**src/rtl/batchnorm_seq_ctrl_if.sv**
```systemverilog
// Control bundle between the batch-norm sequencer and its datapath neighbours.
// master: the sequencer; slave: the accumulator/normaliser/stream side.
interface batchnorm_seq_ctrl_if #(
    parameter int CNT_W       = 8,
    parameter int BATCH_CNT_W = 8
);
    logic                   start;
    logic                   cont;
    logic                   abort;
    logic                   in_valid;
    logic                   in_ready;
    logic                   out_valid;
    logic                   out_ready;
    logic                   acc_clr;
    logic                   acc_en;
    logic                   stats_req;
    logic                   stats_valid;
    logic                   norm_en;
    logic                   busy;
    logic                   done;
    logic                   err;
    logic [CNT_W-1:0]       sample_cnt;
    logic [BATCH_CNT_W-1:0] batch_cnt;

    modport master (
        input  start, cont, abort, in_valid, out_ready, stats_valid,
        output in_ready, out_valid, acc_clr, acc_en, stats_req, norm_en,
               busy, done, err, sample_cnt, batch_cnt
    );

    modport slave (
        output start, cont, abort, in_valid, out_ready, stats_valid,
        input  in_ready, out_valid, acc_clr, acc_en, stats_req, norm_en,
               busy, done, err, sample_cnt, batch_cnt
    );
endinterface

```
**src/rtl/batchnorm_seq_ctrl.sv**
```systemverilog
// Batch-normalisation sequencer: runs one batch through an accumulate phase
// (statistics gathering) and an apply phase (normalisation), control only.
// Optional macro BN_TIMEOUT_EN adds a stats-wait timeout with a sticky err.
module batchnorm_seq_ctrl #(
    parameter int BATCH_SIZE    = 10,
    parameter int CNT_W         = 8,
    parameter int BATCH_CNT_W   = 8,
    parameter int STATS_TIMEOUT = 64
) (
    input logic                  clk,
    input logic                  rst,
    batchnorm_seq_ctrl_if.master bus
);

    typedef enum logic [2:0] {
        IDLE,
        CLEAR,
        ACCUM,
        STATS,
        APPLY,
        DONE
    } state_t;

    localparam logic [CNT_W-1:0] LAST_SAMPLE = CNT_W'(BATCH_SIZE - 1);

    state_t                 state;
    logic [CNT_W-1:0]       sample_cnt;
    logic [BATCH_CNT_W-1:0] batch_cnt;
    logic                   acc_clr;
    logic                   stats_req;
    logic                   done;
    logic                   busy;

`ifdef BN_TIMEOUT_EN
    localparam int TW = $clog2(STATS_TIMEOUT + 1);
    localparam logic [TW-1:0] TIMER_LAST = TW'(STATS_TIMEOUT - 1);

    logic [TW-1:0] stats_timer;
    logic          err;
    logic          timeout_hit;

    // Final timeout cycle with no stats_valid and no abort ends the batch.
    assign timeout_hit = (state == STATS) && !bus.stats_valid && !bus.abort
                         && (stats_timer == TIMER_LAST);

    // Stats-wait cycle counter, zero on every STATS entry; err is sticky.
    always_ff @(posedge clk or posedge rst) begin
        if (rst) begin
            stats_timer <= '0;
            err         <= 1'b0;
        end else begin
            if (state != STATS) begin
                stats_timer <= '0;
            end else begin
                stats_timer <= stats_timer + 1'b1;
            end
            if (timeout_hit) begin
                err <= 1'b1;
            end
        end
    end

    assign bus.err = err;
`else
    // STATS_TIMEOUT only matters when the timeout is built in.
    logic unused_timeout_cfg;
    assign unused_timeout_cfg = ^STATS_TIMEOUT;
    assign bus.err = 1'b0;
`endif

    // Phase sequencing with registered strobes; abort overrides all but reset.
    always_ff @(posedge clk or posedge rst) begin
        if (rst) begin
            state      <= IDLE;
            sample_cnt <= '0;
            batch_cnt  <= '0;
            acc_clr    <= 1'b0;
            stats_req  <= 1'b0;
            done       <= 1'b0;
            busy       <= 1'b0;
        end else begin
            acc_clr <= 1'b0;
            done    <= 1'b0;
            if (bus.abort && (state != IDLE)) begin
                state      <= IDLE;
                sample_cnt <= '0;
                acc_clr    <= 1'b1;
                stats_req  <= 1'b0;
                busy       <= 1'b0;
            end else begin
                case (state)
                    IDLE: begin
                        if (bus.start) begin
                            state   <= CLEAR;
                            acc_clr <= 1'b1;
                            busy    <= 1'b1;
                        end
                    end
                    CLEAR: begin
                        sample_cnt <= '0;
                        state      <= ACCUM;
                    end
                    ACCUM: begin
                        if (bus.in_valid) begin
                            if (sample_cnt == LAST_SAMPLE) begin
                                sample_cnt <= '0;
                                state      <= STATS;
                                stats_req  <= 1'b1;
                            end else begin
                                sample_cnt <= sample_cnt + 1'b1;
                            end
                        end
                    end
                    STATS: begin
                        if (bus.stats_valid) begin
                            stats_req <= 1'b0;
                            state     <= APPLY;
                        end
`ifdef BN_TIMEOUT_EN
                        else if (timeout_hit) begin
                            stats_req <= 1'b0;
                            state     <= IDLE;
                            acc_clr   <= 1'b1;
                            busy      <= 1'b0;
                        end
`endif
                    end
                    APPLY: begin
                        if (bus.in_valid && bus.out_ready) begin
                            if (sample_cnt == LAST_SAMPLE) begin
                                sample_cnt <= '0;
                                state      <= DONE;
                            end else begin
                                sample_cnt <= sample_cnt + 1'b1;
                            end
                        end
                    end
                    DONE: begin
                        done      <= 1'b1;
                        batch_cnt <= batch_cnt + 1'b1;
                        if (bus.cont) begin
                            state   <= CLEAR;
                            acc_clr <= 1'b1;
                        end else begin
                            state <= IDLE;
                            busy  <= 1'b0;
                        end
                    end
                    default: begin
                        state <= IDLE;
                        busy  <= 1'b0;
                    end
                endcase
            end
        end
    end

    // Stream handshakes and capture strobes follow the phase and handshakes.
    always_comb begin
        bus.in_ready  = 1'b0;
        bus.out_valid = 1'b0;
        bus.acc_en    = 1'b0;
        bus.norm_en   = 1'b0;
        case (state)
            ACCUM: begin
                bus.in_ready = 1'b1;
                bus.acc_en   = bus.in_valid;
            end
            APPLY: begin
                bus.in_ready  = bus.out_ready;
                bus.out_valid = bus.in_valid;
                bus.norm_en   = bus.in_valid & bus.out_ready;
            end
            default: begin
            end
        endcase
    end

    assign bus.sample_cnt = sample_cnt;
    assign bus.batch_cnt  = batch_cnt;
    assign bus.acc_clr    = acc_clr;
    assign bus.stats_req  = stats_req;
    assign bus.done       = done;
    assign bus.busy       = busy;

endmodule

```
**src/flat_wrapper.sv**
```systemverilog
// flat-port wrapper written by rule: the top's interface ports become plain ports
module batchnorm_seq_ctrl_flat 
#(
    parameter int BATCH_SIZE    = 10,
    parameter int CNT_W         = 8,
    parameter int BATCH_CNT_W   = 8,
    parameter int STATS_TIMEOUT = 64
)
  (clk, rst, bus_start, bus_cont, bus_abort, bus_in_valid, bus_out_ready, bus_stats_valid, bus_in_ready, bus_out_valid, bus_acc_clr, bus_acc_en, bus_stats_req, bus_norm_en, bus_busy, bus_done, bus_err, bus_sample_cnt, bus_batch_cnt);
  batchnorm_seq_ctrl_if #(.CNT_W(CNT_W), .BATCH_CNT_W(BATCH_CNT_W)) bus_i ();
  input logic clk;
  input logic rst;
  input wire logic [$bits(bus_i.start)-1:0] bus_start;
  input wire logic [$bits(bus_i.cont)-1:0] bus_cont;
  input wire logic [$bits(bus_i.abort)-1:0] bus_abort;
  input wire logic [$bits(bus_i.in_valid)-1:0] bus_in_valid;
  input wire logic [$bits(bus_i.out_ready)-1:0] bus_out_ready;
  input wire logic [$bits(bus_i.stats_valid)-1:0] bus_stats_valid;
  output wire logic [$bits(bus_i.in_ready)-1:0] bus_in_ready;
  output wire logic [$bits(bus_i.out_valid)-1:0] bus_out_valid;
  output wire logic [$bits(bus_i.acc_clr)-1:0] bus_acc_clr;
  output wire logic [$bits(bus_i.acc_en)-1:0] bus_acc_en;
  output wire logic [$bits(bus_i.stats_req)-1:0] bus_stats_req;
  output wire logic [$bits(bus_i.norm_en)-1:0] bus_norm_en;
  output wire logic [$bits(bus_i.busy)-1:0] bus_busy;
  output wire logic [$bits(bus_i.done)-1:0] bus_done;
  output wire logic [$bits(bus_i.err)-1:0] bus_err;
  output wire logic [$bits(bus_i.sample_cnt)-1:0] bus_sample_cnt;
  output wire logic [$bits(bus_i.batch_cnt)-1:0] bus_batch_cnt;
  assign bus_i.start = bus_start;
  assign bus_i.cont = bus_cont;
  assign bus_i.abort = bus_abort;
  assign bus_i.in_valid = bus_in_valid;
  assign bus_i.out_ready = bus_out_ready;
  assign bus_i.stats_valid = bus_stats_valid;
  assign bus_in_ready = bus_i.in_ready;
  assign bus_out_valid = bus_i.out_valid;
  assign bus_acc_clr = bus_i.acc_clr;
  assign bus_acc_en = bus_i.acc_en;
  assign bus_stats_req = bus_i.stats_req;
  assign bus_norm_en = bus_i.norm_en;
  assign bus_busy = bus_i.busy;
  assign bus_done = bus_i.done;
  assign bus_err = bus_i.err;
  assign bus_sample_cnt = bus_i.sample_cnt;
  assign bus_batch_cnt = bus_i.batch_cnt;
  batchnorm_seq_ctrl #(.BATCH_SIZE(BATCH_SIZE), .CNT_W(CNT_W), .BATCH_CNT_W(BATCH_CNT_W), .STATS_TIMEOUT(STATS_TIMEOUT)) u_core (.clk(clk), .rst(rst), .bus(bus_i));
endmodule
```
**config.mk**
```make
export PLATFORM = sky130hd
export DESIGN_NAME = batchnorm_seq_ctrl_flat
export DESIGN_NICKNAME = d
export VERILOG_FILES = /design/src/rtl/batchnorm_seq_ctrl_if.sv /design/src/rtl/batchnorm_seq_ctrl.sv /design/src/flat_wrapper.sv
export SDC_FILE = /design/constraint.sdc
export NUM_CORES = 1
export LEC_CHECK = 0
export ABC_AREA = 1
export CAP_MARGIN = 10
export CORE_MARGIN = 5
export CORE_UTILIZATION = 28
export CTS_BUF_LIST = sky130_fd_sc_hd__clkbuf_16
export DETAILED_ROUTE_END_ITERATION = 6
export GPL_ROUTABILITY_DRIVEN = 0
export PLACE_DENSITY = 0.59
export SLEW_MARGIN = 10
export SYNTH_ARGS = -nofsm -noshare
export SYNTH_HDL_FRONTEND = slang
export SYNTH_SLANG_ARGS = --single-unit
```
**constraint.sdc**
```tcl
create_clock -name clk -period 3.55 [get_ports clk]
set_input_delay 1.065 -clock clk [delete_from_list [all_inputs] [get_ports clk]]
set_output_delay 1.065 -clock clk [all_outputs]
set_load 0.1 [all_outputs]
```
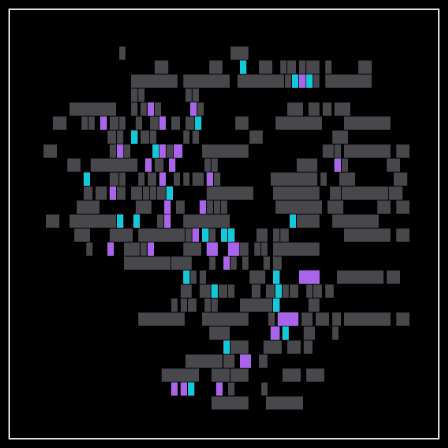
**Above:** logic cells by family.
NOR gates: in purple, cells 30. inverters: in cyan, cells 22.

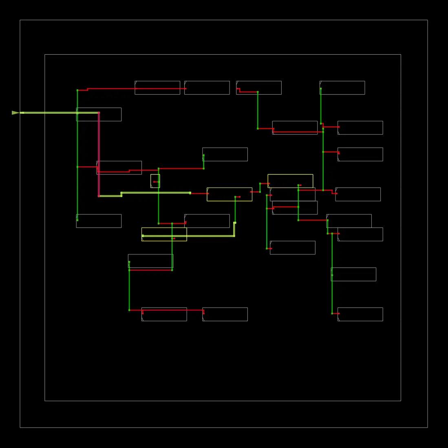
**Above:** clock wiring as the flow saved it.
FFs & Latches: 23
clock distribution power: 0.248 mW

==> results.toml <==
# synthesis and place-and-route metrics
[worst_setup_path]
reg2reg_to = "u_core.bus.sample_cnt[0]$_DFFE_PP0P_"
critPathBufInv = 2
cp_slowest_cell = "clkdlybuf4s50_1"
worstPathArrival_ns = 2.08
end_kind = "output port"

[sta]
rsz0062_at_grt = "no"
fmax_mhz = 318.0
timing.final.crit_share_pct = 88.58

[place]
dp_hpwl_mm = 2.544
dp.cells = 300

[layout]
nClkBuffers = 3
bufAreaShareNonClock_pct = 15.67
design_area_um2 = 1917
most-common-layout-cells = "64 x nand2_1, 23 x nor2_1, 23 x dfrtp_1"
comb_cells = 154
clkCellAreaFrac_pct = 4.178

[clocking]
post-cts-setup-buffer-count = 0
htreeDepth = 1

[yosys]
synth_area_um2 = 1500
logic_family = "simple AND/OR/NAND/NOR gates"
synth-cells-yosys = 206
fa_ha_area_share_pct = 2.502
yosysTopAreaCell = "dfrtp_1"
ys_seq_share_pct = 38.37
syn_area_per_cell_um2 = 7.282
ys_area_um2 = 1500

[die]
ios = 33
rows = 26

[pwr]
power_leakage_nw = 0.9687
intPower_mw = 0.6491
power_combinational_mw = 0.754
power_mw = 1.366

[grt]
grt-ovfl-total = 0

[worst_hold_path]
hold_end = "u_core.bus.busy$_DFFE_PP0P_"

[run_status]
outcome = "completed"
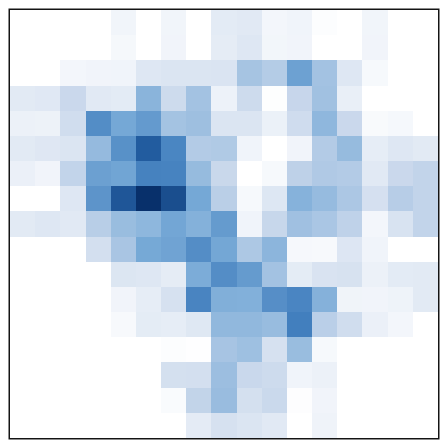
**Above:** wire density map.
The die is cut into 17 by 17 equal tiles; white is low, dark blue is high, scaled to the fullest tile. Values are wire area over tile area, all layers added.
The densest ninth of the die: centre. The fullest tile reaches 0.43. 9.7% of the tiles are over half the peak. The emptiest ninth of the die: lower left. 33% of the tiles are nearly empty.

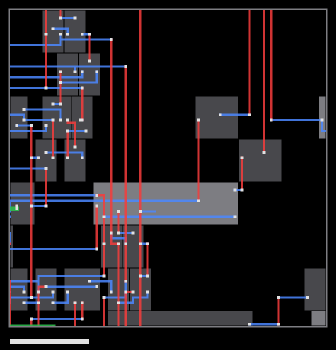
**Above:** close-up of the layout.
Scale bar: 5 um. Region (32, 48) to (52, 68) um. Cells in grey, sequential cells in the stronger grey; small squares are vias.
met3: in green. met2: in red. met1: in blue.
Most frequent: nand2_1 (10). Sequential cells in the window: 1. 20 logic cells have their middle in the window. Netlist names of flops here include u_core.bus.sample_cnt (1).

Power figures rest on the tool's default switching activity, not on a simulated workload.
